Fig. 1: PDN straps and rails
The bar under the picture is 20 µm long. Pins as bars on the die edge. Tap cells in gray.
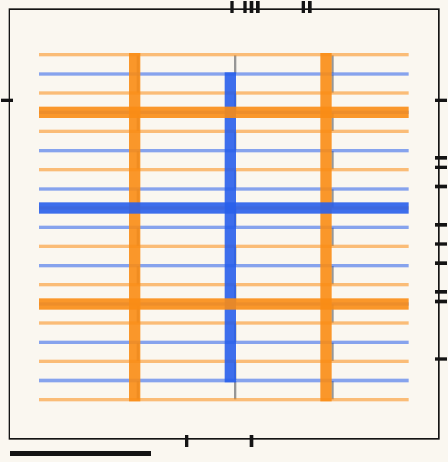
Fig. 2: congestion heat map
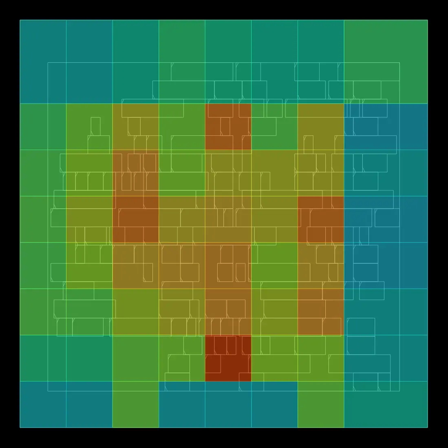
Fig. 3: wiring by layer
Two of the layers only.
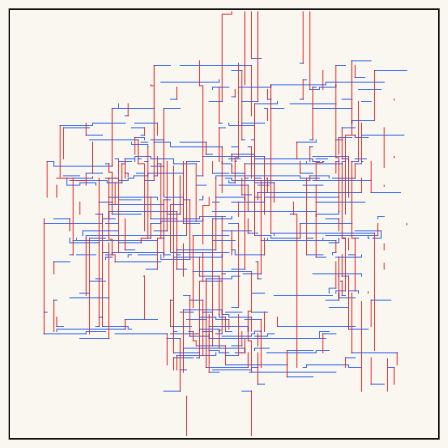
Fig. 4: where the registers sit
Other sequential cells in the stronger gray, the rest of the logic in the fainter gray.
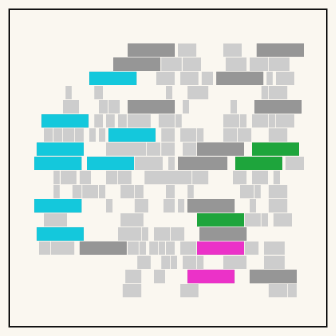
Design mux_scan_ctrl, sky130hd; sources not shown.
==> results.sh <==
# yosys + openroad results
export IMPL_area_delta_synth_final_pct=19.9
export IMPL_buffers=19
export IMPL_grt_antenna_before_repair=0
export IMPL_ys_warn_count=0
export IMPL_die_area_um2=3690
export IMPL_tns_ns=0
export IMPL_antenna_cells=0
export IMPL_layout_drive_gt1_share_pct=11.7
export IMPL_flops=25
export IMPL_ys_flops=25
export IMPL_crit_family="buffers and inverters"
export IMPL_synth_stat_cells=117
export IMPL_final_cells=167
export IMPL_top_power_group="registers"
export IMPL_netlist_area_um2=1250
export IMPL_busiest_layer="met2"
export IMPL_clk_latency_ns=0.31
export IMPL_grt_pass1_wl_um=3900
export IMPL_pwr_group_clock_w=0.000231
export IMPL_ys_flop_type="dfrtp_1"
export IMPL_cp_num_buf_inv=2
export IMPL_critPathArrivalTime_ns=1.43
export IMPL_clockBufferDepth=2
export IMPL_taps=30
export IMPL_synthTopCellsByArea="dfrtp_1, ha_1, o221ai_1, o211ai_1, inv_1"
export IMPL_syn_area_per_cell_um2=10.7
export IMPL_ant_nets=0
export IMPL_p_sw_share_pct=36.7
export IMPL_tool_warnings=29
export IMPL_worst_path_stages=2
export IMPL_gp_congestion=0.799
export IMPL_status="finished clean"
export IMPL_n_all_inverters=14
export IMPL_top_logic_kind="AND-OR/OR-AND gates"
export IMPL_ys_sh_xor_pct=2.10
export IMPL_wl_met3_um=105
export IMPL_fmax_ghz=0.553
export IMPL_worstPathRequired_ns=1.52
export IMPL_synthAoiAreaFrac_pct=16.4
export IMPL_wl_met2_um=1170
export IMPL_rrSetupSlack_ns=0.12
export IMPL_routed_top_layer="met4"
export IMPL_fin_ws_ns=0.0917
export IMPL_dominant_cells="flip-flops and latches"
export IMPL_coreArea_um2=2570
export IMPL_p_sw_w=0.000708
export IMPL_fin_crit_sh_pct=95.2
export IMPL_maxSlewHeadroom_pct=58.7
export IMPL_top_cell="dfrtp_1"
export IMPL_grt_pass1_vias=887
export IMPL_comb_area_share_pct=38.3
export IMPL_cts_root_buf="clkbuf_4"
export IMPL_numCtsBuffers=3
export IMPL_ios=19
export IMPL_cts_sinks=25
export IMPL_cts_reportedPaths_clkPinSlew_ns=0.13
export IMPL_grt_max_degree=26
export IMPL_ys_top_cells_by_count="dfrtp_1, inv_1, nand2_1, o211ai_1, o221ai_1"
export IMPL_ys_sh_simple_pct=15.0
export IMPL_internal_power_w=0.00122
export IMPL_cp_max_fo=15
export IMPL_timing_hold_ws_ns=0.0346
export IMPL_final_cell_area_um2=1500
export IMPL_pg_comb_w=0.000808
export IMPL_post_cts_resized=1
export IMPL_p_per_area_nw_per_um2=1290
export IMPL_cts_tree="yes"
export IMPL_critPathLaunchType="register"
export IMPL_nFillCells=229
export IMPL_grt_overflow_total=0
export IMPL_clk_share_pct=1.83
export IMPL_hold_viol_final=0
export IMPL_grt_setup_unrepaired="no"
export IMPL_synth_seq_share_pct=50.0
export IMPL_nClkBuffers=3
export IMPL_comb_area_um2=574
export IMPL_dr_first_iter_drc_count=37
export IMPL_vias_per_cell=5.55
export IMPL_seq_power_share_pct=46.2
export IMPL_combPwrFrac_pct=41.9
export IMPL_final_nets=154
export IMPL_grtUsageMet1_pct=19.5
export IMPL_report_final_slew_viol_count=0
export IMPL_largest_reg_flops=8
export IMPL_dp_hpwl_um=1750
export IMPL_period_needed_ns=1.81
export IMPL_worstSetupEndpointType="output pin"
export IMPL_num_rows=18
export IMPL_slowest_stage="dfrtp_2"
export IMPL_final_cell_mix="dfrtp_1, clkdlybuf4s50_1, inv_1, nand2_1, o211ai_1"
export IMPL_top_area_cell="dfrtp_1"
export IMPL_skew_ns=0.00464
export IMPL_hp_class="primary input to asynchronous set/reset pin"
export IMPL_remaining_drc_errors=0
export IMPL_cts_setup_buffers=0
export IMPL_ctsHoldBuffers=0
export IMPL_nonClkBufAreaFrac_pct=12.2
export IMPL_p_clk_share_pct=12.0
export IMPL_ys_types=31
export IMPL_mostFrequentLayoutCell="dfrtp_1"
export IMPL_async_reset_ff_share_pct=100
export IMPL_synth_adder_area_share_pct=5.99
export IMPL_rr_worst_depth=5
export IMPL_comb_cells=75
export IMPL_synth_top_area_share_pct=50.0
export IMPL_h_tree_depth=1
export IMPL_fp_util_pct=48.8
export IMPL_dr_pass1_iters=4
export IMPL_io_buffers=18
export IMPL_drv_cap=0
export IMPL_slowest_delay_ns=0.53
export IMPL_edf_count=0
export IMPL_drt_met1_wl_um=1050
export IMPL_mux_area_share_pct=5.39
export IMPL_syn_inst=117
export IMPL_dp_cells=162
export IMPL_ys_area_um2=1250
export IMPL_total_power_w=0.00193
export IMPL_power_leakage_nw=0.660
export IMPL_path_cells="inv_2 > clkdlybuf4s50_1"
export IMPL_setup_violations_final=0
export IMPL_placed_area_um2=1450
export IMPL_worst_pin_slew_ns=0.618
-- Fig. 1 (at the start) --
net	color
VSS	orange
VDD	blue
rows	18
met5 straps	3
signal pins	19
Peak VDD IR: 729 µV
Die W: 60.8 µm
Die H: 60.8 µm

-- Fig. 2 (at the start) --
met3 usage: 2.55%
Tot GR Track Use: 13.9%
WL per Instance: 14.0 µm
met2 Track Usage GR: 22.7%
Final Util: 58.5%

-- Fig. 3 (at the start) --
layer	color	wire length
metal 1	blue	1,050 µm
metal 2	red	1,170 µm
WL final: 2330 µm
via count: 927

-- Fig. 4 (at the start) --
netlist name	color	sequential cells
cnt	cyan	8
grp1_q	green	3
state	magenta	2
sequential group power: 0.000891 W
Reg area: 627 µm²
Seq area share: 41.7%

Power figures rest on the tool's default switching activity, not on a simulated workload.
